**Run 1: supply network**

(8 px per um) Pins as bars on the die edge. Tap cells in gray.
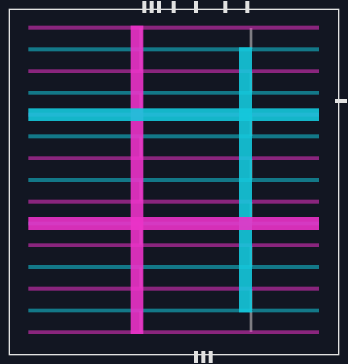
**Run 1: wiring by layer**

(12 px per um)
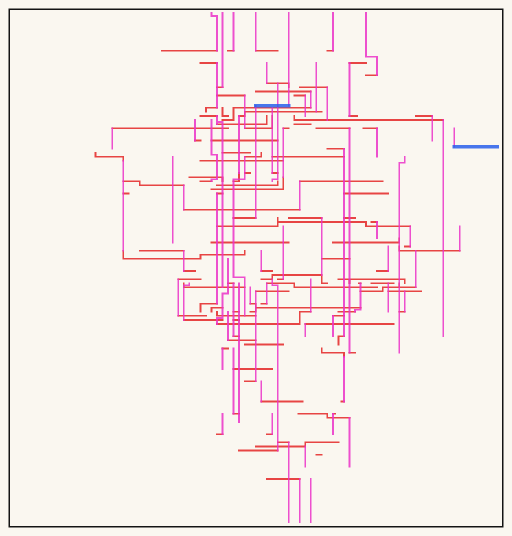
**Run 1: cell density map**

(8 px per um) 8 x 9 tiles, from white (low) to dark blue (high), 0 to 100% covered.
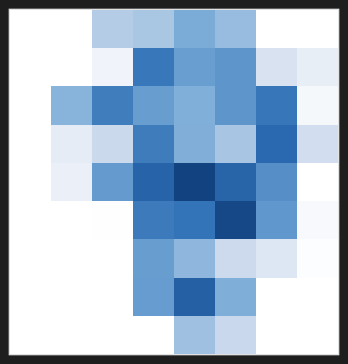
**Run 1: drive-strength map**

(8 px per um)
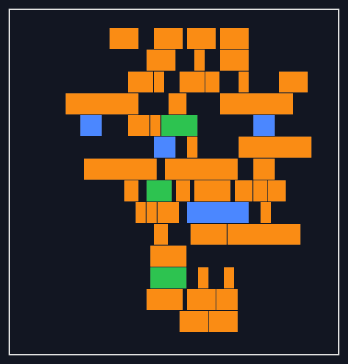
## src/rtl/fsm_ones_counter_pkg.sv

```systemverilog
// Shared state encoding and mode constants for the per-channel ones counter.
package fsm_ones_counter_pkg;

  typedef enum logic {
    ST_CNT  = 1'b0,
    ST_DONE = 1'b1
  } state_t;

  localparam logic MODE_WRAP    = 1'b0;
  localparam logic MODE_ONESHOT = 1'b1;

endpackage

```

## src/rtl/fsm_ones_counter_ch.sv

```systemverilog
// One counting channel: state, counter and registered flag/done outputs.
// The o_cnt observation port exists only when FSM_CNT_OBS_EN is defined.
module fsm_ones_counter_ch
  import fsm_ones_counter_pkg::*;
#(
  parameter int CNT_W = 3
) (
  input  logic             clk,
  input  logic             rst,
  input  logic             i_en,
  input  logic             i_clr,
  input  logic             i_mode,
  input  logic [CNT_W-1:0] i_th_eff,
  input  logic             i_data,
  output logic             o_flag,
  output logic             o_done
`ifdef FSM_CNT_OBS_EN
  ,
  output logic [CNT_W-1:0] o_cnt
`endif
);

  state_t           r_state;
  logic [CNT_W-1:0] r_cnt;
  logic             r_flag;
  logic             r_done;

  logic [CNT_W:0]   w_next;
  logic             w_hit;

  // One extra bit so cnt+1 never wraps below a lowered threshold.
  assign w_next = {1'b0, r_cnt} + (CNT_W+1)'(1);
  assign w_hit  = (w_next >= {1'b0, i_th_eff});

  always_ff @(posedge clk or posedge rst) begin
    if (rst) begin
      r_state <= ST_CNT;
      r_cnt   <= '0;
      r_flag  <= 1'b0;
      r_done  <= 1'b0;
    end else if (i_clr) begin
      r_state <= ST_CNT;
      r_cnt   <= '0;
      r_flag  <= 1'b0;
      r_done  <= 1'b0;
    end else if (!i_en) begin
      r_flag <= 1'b0;
    end else begin
      case (r_state)
        ST_CNT: begin
          if (i_data && w_hit) begin
            r_flag <= 1'b1;
            r_cnt  <= '0;
            if (i_mode == MODE_ONESHOT) begin
              r_state <= ST_DONE;
              r_done  <= 1'b1;
            end
          end else if (i_data) begin
            r_cnt  <= w_next[CNT_W-1:0];
            r_flag <= 1'b0;
          end else begin
            r_flag <= 1'b0;
          end
        end
        ST_DONE: begin
          r_flag <= 1'b0;
          r_done <= 1'b1;
          r_cnt  <= '0;
        end
        default: begin
          r_state <= ST_CNT;
          r_cnt   <= '0;
          r_flag  <= 1'b0;
          r_done  <= 1'b0;
        end
      endcase
    end
  end

  assign o_flag = r_flag;
  assign o_done = r_done;
`ifdef FSM_CNT_OBS_EN
  assign o_cnt  = r_cnt;
`endif

endmodule

```

## src/rtl/fsm_ones_counter.sv

```systemverilog
// Multi-channel ones counter: threshold select plus one channel instance per data bit.
// Define FSM_CNT_OBS_EN to expose the per-channel count registers on port cnt.
module fsm_ones_counter
  import fsm_ones_counter_pkg::*;
#(
  parameter int NUM_CH = 1,
  parameter int CNT_W  = 3,
  parameter int DEF_TH = 4
) (
  input  logic                    clk,
  input  logic                    rst,
  input  logic                    en,
  input  logic                    clr,
  input  logic                    mode,
  input  logic [CNT_W-1:0]        thresh,
  input  logic [NUM_CH-1:0]       data,
  output logic [NUM_CH-1:0]       flag,
  output logic [NUM_CH-1:0]       done
`ifdef FSM_CNT_OBS_EN
  ,
  output logic [NUM_CH*CNT_W-1:0] cnt
`endif
);

  localparam logic [CNT_W-1:0] DEF_TH_V = CNT_W'(DEF_TH);

  logic [CNT_W-1:0] w_th_eff;

  // Threshold is re-evaluated every cycle; zero falls back to the default.
  assign w_th_eff = (thresh == '0) ? DEF_TH_V : thresh;

  for (genvar g = 0; g < NUM_CH; g++) begin : g_ch
    fsm_ones_counter_ch #(
      .CNT_W(CNT_W)
    ) u_ch (
      .clk     (clk),
      .rst     (rst),
      .i_en    (en),
      .i_clr   (clr),
      .i_mode  (mode),
      .i_th_eff(w_th_eff),
      .i_data  (data[g]),
      .o_flag  (flag[g]),
      .o_done  (done[g])
`ifdef FSM_CNT_OBS_EN
      ,
      .o_cnt   (cnt[g*CNT_W +: CNT_W])
`endif
    );
  end

endmodule
```

## config.mk

```make
export PLATFORM = sky130hd
export DESIGN_NAME = fsm_ones_counter
export DESIGN_NICKNAME = d
export VERILOG_FILES = /design/src/rtl/fsm_ones_counter_pkg.sv /design/src/rtl/fsm_ones_counter_ch.sv /design/src/rtl/fsm_ones_counter.sv
export SDC_FILE = /design/constraint.sdc
export NUM_CORES = 1
export LEC_CHECK = 0
export CORE_AREA = 2 2 39 41
export DETAILED_ROUTE_END_ITERATION = 10
export DIE_AREA = 0 0 41 43
export SLEW_MARGIN = 25
export SYNTH_ARGS = -nofsm -noshare
export SYNTH_HDL_FRONTEND = slang
export SYNTH_HIERARCHICAL = 1
export SYNTH_SLANG_ARGS = --single-unit
```

## constraint.sdc

```tcl
create_clock -name clk -period 4 [get_ports clk]
set_input_delay 0.6 -clock clk [delete_from_list [all_inputs] [get_ports clk]]
set_output_delay 0.6 -clock clk [all_outputs]
set_load 0.01 [all_outputs]
```

==> Slide: Implementation Results, run 1 <==
Synthesis and Place & Route Summary

Run status
  – Status: finished, final reports clean

Final timing
  – Tmin final: 1.95 ns
  – Maximum frequency from static timing analysis: 0.512 GHz
  – Final max-slew violation count: 0
  – Setup violation total in the final timing report: 0
  – Worst clock skew: 0.00131 ns

Synth
  – Yosys cell count: 40
  – Avg Cell Area, Syn: 9.79 um2
  – Sequential element share of the synthesized area: 0.383
  – Synthesized flop and latch total: 6
  – Most area-consuming cells after synthesis: dfrtp_1 38%, ha_1 13%, a31oi_4 5.4%
  – Nets at Floorplan: 53
  – Post-synthesis cell type with the largest combined area: dfrtp_1

Layout
  – Ratio of cells with drive above 1 in the final layout: 0.137
  – Register Area: 150 um2
  – Share of the final layout cell area in multi-input gates: 0.423
  – Most common library cell in the layout ignoring fill and taps: clkdlybuf4s50_1
  – Non-filler instance count after layout: 67

Global route
  – Global route overflow: 0
  – Fraction of met3 tracks used by global routing: 0.0628
  – Busiest layer in global routing: met2
  – Routing usage on met1: 0.130

Routing
  – DR WL met2: 359 um
  – Via density per instance: 4.85
  – Routed via count: 325
  – Top layer used by detailed routing: met3

Floorplan
  – Number of standard-cell rows in the floorplan: 14
  – I/O pins: 11
  – Tap Cells: 16

Clock tree
  – Number of CTS-inserted buffers: 3
  – Maximum level of the CTS H-tree: 1
  – Number of buffers added for setup after CTS: 0

Power and ir drop
  – Net switching share of the total power: 0.237
  – Comb power: 0.0000253 W
  – Leakage power total: 0.247 nW

Critical path
  – Crit Path Category: primary input to flop
  – Critical path endpoint category: flop
  – Crit path launch type: primary input

Place
  – Number of cells in the design after placement: 64

Min path
  – Hold Path Class: flop to flop
Back to the opening pictures, 'supply network':
[cyan] VDD
[magenta] VSS
met5 straps: 2
met4 straps: 2
tap cells: 16

Back to the opening pictures, 'wiring by layer':
[magenta] met2 | wire length: 360 um
[red] met1 | wire length: 341 um
[blue] met3 | wire length: 6.30 um

Back to the opening pictures, 'cell density map':
mean over tiles: 29%
densest ninth of the die: center
nearly empty tiles: 39%

Back to the opening pictures, 'drive-strength map':
[orange] drive 1 or less | cells: 44 | share: 86%
[blue] drive 3 to 4 | cells: 4 | share: 7.8%
[green] drive 2 | cells: 3 | share: 5.9%

[run 1: worst paths after layout]
check,slack (ns),endpoint,cells past startpoint,from
min in group asynchronous,0.58,g_ch[0].u_ch/o_flag$_DFF_PP0_,2,rst
min reg2reg,0.57,g_ch[0].u_ch/r_cnt[2]$_DFFE_PP0P_,1,g_ch[0].u_ch/r_cnt[2]$_DFFE_PP0P_
max reg2reg,2.15,g_ch[0].u_ch/o_done$_DFFE_PP0P_,6,g_ch[0].u_ch/r_cnt[0]$_DFFE_PP0P_
min,0.57,g_ch[0].u_ch/r_cnt[2]$_DFFE_PP0P_,1,g_ch[0].u_ch/r_cnt[2]$_DFFE_PP0P_
max in group asynchronous,3.24,g_ch[0].u_ch/r_state$_DFFE_PP0P_,2,rst
max,2.05,g_ch[0].u_ch/o_done$_DFFE_PP0P_,8,thresh[1]
[run 1: per-stage QoR]
stage	hold WS (ns)	total power (W)	setup WS, ns	utilization	area (um2)
2_1_floorplan	0.391	0.0000791	2.27	-	392
3_3_place_gp	0.548	0.0000914	1.80	0.364	504
3_5_place_dp	0.566	0.0000919	1.78	0.364	504
4_1_cts	0.577	0.000148	2.04	0.381	527
5_1_grt	0.593	0.000156	1.90	0.381	527
6_report	0.574	0.000145	2.05	0.381	527
[run 1: registers in the layout, indices dropped and copies added, names as in the netlist]
signal             cells
g_ch.u_ch/o_done       1
g_ch.u_ch/o_flag       1
g_ch.u_ch/r_cnt        3
g_ch.u_ch/r_state      1
[run 1: worst max-delay path: stages]
cell and delay, ns:
clkdlybuf4s50_1 0.42, o21bai_1 0.14, inv_1 0.05, ha_1 0.28, o21ai_1 0.12, o21ai_2 0.10, a311oi_1 0.27, nor3_1 0.09
==> run 1 -> run 2 <==
- clock period: 4 -> 1.77 ns (I/O delays scaled with it)
==> Slide: Implementation Results, run 2 <==
Synthesis and Place & Route Summary

Run status
  – Status: finished, final reports clean

Synth
  – Post-synthesis cell type with the largest combined area: dfrtp_1
  – Sequential element share of the synthesized area: 0.383
  – Nets at Floorplan: 53

Layout
  – Ratio of cells with drive above 1 in the final layout: 0.226
  – Most common library cell in the layout ignoring fill and taps: clkdlybuf4s50_1
  – Share of the final layout cell area in multi-input gates: 0.427
  – Fin area: 557 um2
  – Non-filler instance count after layout: 69

Final timing
  – Final hold slack: 0.239 ns
  – Maximum frequency from static timing analysis: 0.591 GHz
  – Worst clock skew: 0.00208 ns
  – Tmin final: 1.69 ns

Critical path
  – Worst r2r dst: g_ch[0].u_ch/o_done$_DFFE_PP0P_
  – Critical path endpoint category: flop
  – Number of cell instances on the worst register-to-register path: 6
  – Crit path launch type: flop
  – Setup slack of the worst register-to-register path: 0.08 ns
  – Crit Path Category: flop to flop

Floorplan
  – Number of standard-cell rows in the floorplan: 14
  – I/O pins: 11
  – Tap Cells: 16

Power and ir drop
  – Net switching share of the total power: 0.254
  – Tot Pwr: 0.000345 W

Place
  – Number of cells in the design after placement: 66
  – Post-placement cell area: 519 um2
  – Place WS: -0.105 ns

Routing
  – Routed via count: 344
  – Via density per instance: 4.99

Clock tree
  – Number of buffers added for setup after CTS: 0
  – Number of CTS-inserted buffers: 3
  – Maximum level of the CTS H-tree: 1

Global route
  – Global route overflow: 0

Min path
  – Hold Path Class: primary input to async pin
run 2: cell counts after synthesis:
No cell type changed its count.
run 2: kinds of logic after synthesis:
group	share of synthesized area
flip-flops	0.383
buffers and inverters	0.0479
AND-OR/OR-AND	0.249
AND/OR/NAND/NOR	0.192
adder cells (fa/ha/maj)	0.128
run 2: critical path, stage by stage (launching register included):
cell	delay, ns
dfrtp_1	0.39
ha_2	0.34
ha_2	0.27
o21ai_2	0.14
o21ai_2	0.09
a311oi_1	0.25
nor3_1	0.08
run 2: metal layers:
layer  share of wire  global-route usage  vias up
met5               0                   0        -
met4               0              0.0400        0
met3           0.026              0.0628        0
met1            0.47               0.137      168
met2            0.50               0.175        7
li1                -                   -      169
run 2: how the worst max path moves through the flow:
| stage | cells past startpoint | slack (ns) | from | endpoint |
|---|---|---|---|---|
| 2_1_floorplan | 6 | 0.05 | g_ch[0].u_ch/r_cnt[0]$_DFFE_PP0P_ | g_ch[0].u_ch/o_done$_DFFE_PP0P_ |
| 3_3_place_gp | 8 | -0.08 | thresh[1] | g_ch[0].u_ch/o_done$_DFFE_PP0P_ |
| 3_5_place_dp | 8 | -0.11 | thresh[1] | g_ch[0].u_ch/o_done$_DFFE_PP0P_ |
| 4_1_cts | 6 | 0.02 | g_ch[0].u_ch/r_cnt[0]$_DFFE_PP0P_ | g_ch[0].u_ch/o_done$_DFFE_PP0P_ |
| 5_1_grt | 8 | 0.01 | g_ch[0].u_ch/r_cnt[0]$_DFFE_PP0P_ | g_ch[0].u_ch/o_done$_DFFE_PP0P_ |
| 6_report | 6 | 0.08 | g_ch[0].u_ch/r_cnt[1]$_DFFE_PP0P_ | g_ch[0].u_ch/o_done$_DFFE_PP0P_ |
**Run 2: clock routing**

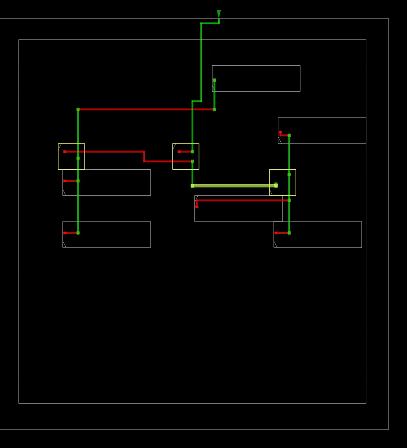
clk_lat worst skew: 0.24 ns
clk_buf instances: 3

**Run 2: wiring by layer**

(12 px per um)
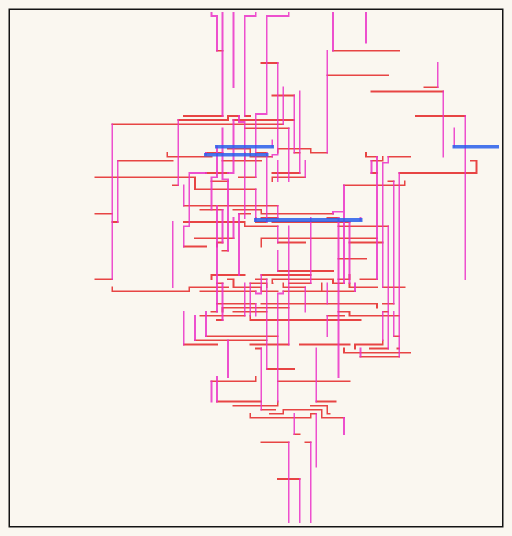
[blue] met3 | wire length: 22.0 um
[red] met1 | wire length: 378 um
[magenta] met2 | wire length: 401 um

==> run 2 -> run 3 <==
- CORE_AREA: 2 2 39 41 -> 3 3 40 42
- DIE_AREA: 0 0 41 43 -> 0 0 43 45
- SYNTH_HIERARCHICAL: 1 -> not set
==> Slide: Implementation Results, run 3 <==
Synthesis and Place & Route Summary

Clock tree
  – Maximum level of the CTS H-tree: 1

Synth
  – Nets at Floorplan: 50
  – Post-synthesis cell type with the largest combined area: dfrtp_1
  – Most area-consuming cells after synthesis: dfrtp_1 40%, ha_1 13%, o21ai_0 4.0%

Critical path
  – Slowest library cell on the worst path: or4b_4
  – Reg-to-reg critical path startpoint: g_ch[0].u_ch.r_cnt[0]$_DFFE_PP0P_
  – Number of buffers and inverters on the critical path: 0
  – Critical path endpoint category: flop
  – List of cells traversed by the critical path: ha_2, xor2_1, ha_1, o21ai_2, o21a_2, or4b_4, o21ai_2
  – Setup slack of the worst register-to-register path: -0.13 ns
  – Largest delay contributor family on the critical path: simple AND/OR/NAND/NOR gates

Run status
  – Status: finished with violations
  – Failing checks: setup timing

Final timing
  – Setup violation total in the final timing report: 5
  – Smallest setup slack after layout: -0.125 ns

Floorplan
  – Tap Cells: 15

Place
  – Number of cells in the design after placement: 68

Layout
  – Most common library cell in the layout ignoring fill and taps: clkdlybuf4s50_1
  – Final core occ: 0.474
  – Clk_buf instances: 3
  – Ratio of cells with drive above 1 in the final layout: 0.345

Min path
  – Hold Path Class: primary input to async pin

Global route
  – Global route overflow: 0

Routing
  – Routed via count: 362

Power and ir drop
  – Net switching share of the total power: 0.255
[run 3: kinds of logic (layout without fill, tap and decap cells)]
kind of cell    count (synthesis)  count (layout)  share of synthesized area
compound gates                 12              12                      0.222
simple gates                   10              10                      0.175
flops                           6               6                      0.404
fa+ha+maj                       4               4                      0.135
buf+inv                         4              25                     0.0404
xor+xnor                        1               1                     0.0236
[run 3: worst max-delay path by stage]
stage                                            startpoint                               end
after floorplan           g_ch[0].u_ch.r_cnt[0]$_DFFE_PP0P_  g_ch[0].u_ch.r_state$_DFFE_PP0P_
after CTS                 g_ch[0].u_ch.r_cnt[0]$_DFFE_PP0P_  g_ch[0].u_ch.r_state$_DFFE_PP0P_
after detailed placement                          thresh[0]   g_ch[0].u_ch.o_done$_DFFE_PP0P_
after global placement                            thresh[0]   g_ch[0].u_ch.o_done$_DFFE_PP0P_
after global routing      g_ch[0].u_ch.r_cnt[0]$_DFFE_PP0P_   g_ch[0].u_ch.o_done$_DFFE_PP0P_
final                     g_ch[0].u_ch.r_cnt[0]$_DFFE_PP0P_   g_ch[0].u_ch.o_done$_DFFE_PP0P_
[run 3: layer usage]
layer  global-route usage  up-vias  wire (um)
li1                     -      180          -
met1                0.118      170        355
met2                0.189        8        523
met3               0.0478        4         32
met4               0.0542        0         26
met5                    0        -          0
[run 3: stage by stage]
step                      TNS [ns]  power, W
after detailed placement     -1.03  0.000222
after floorplan             -0.314  0.000180
after global placement      -0.983  0.000220
after CTS                   -0.251  0.000359
after global routing        -0.672  0.000385
final                       -0.378  0.000363
[run 3: what timing repair did]
action,CTS,global route
buffers inserted,1,1
gates resized,2,3
hold buffers,0,0
endpoints found under the setup margin,4,5
pin swaps,3,3
**Run 3: clock routing**

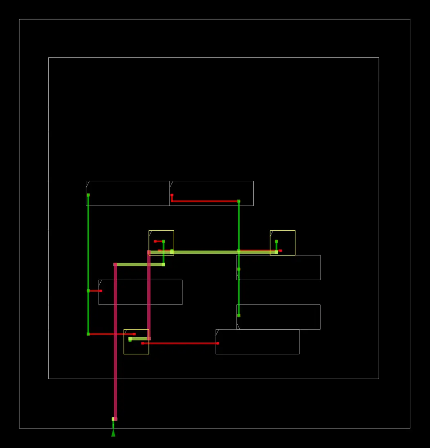
number of clock sinks: 6
number of CTS-inserted buffers: 3
worst clock skew: 0.00188 ns
clk_lat worst skew: 0.25 ns

**Run 3: supply network**

(8 px per um) Pins as bars on the die edge. Tap cells in gray.
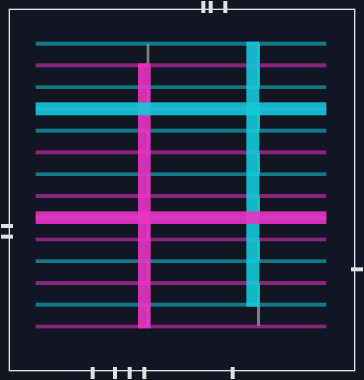
[cyan] VDD
[magenta] VSS
met4 straps: 2
signal pins: 11
rows: 13

Power is estimated from default activity; no workload was simulated.
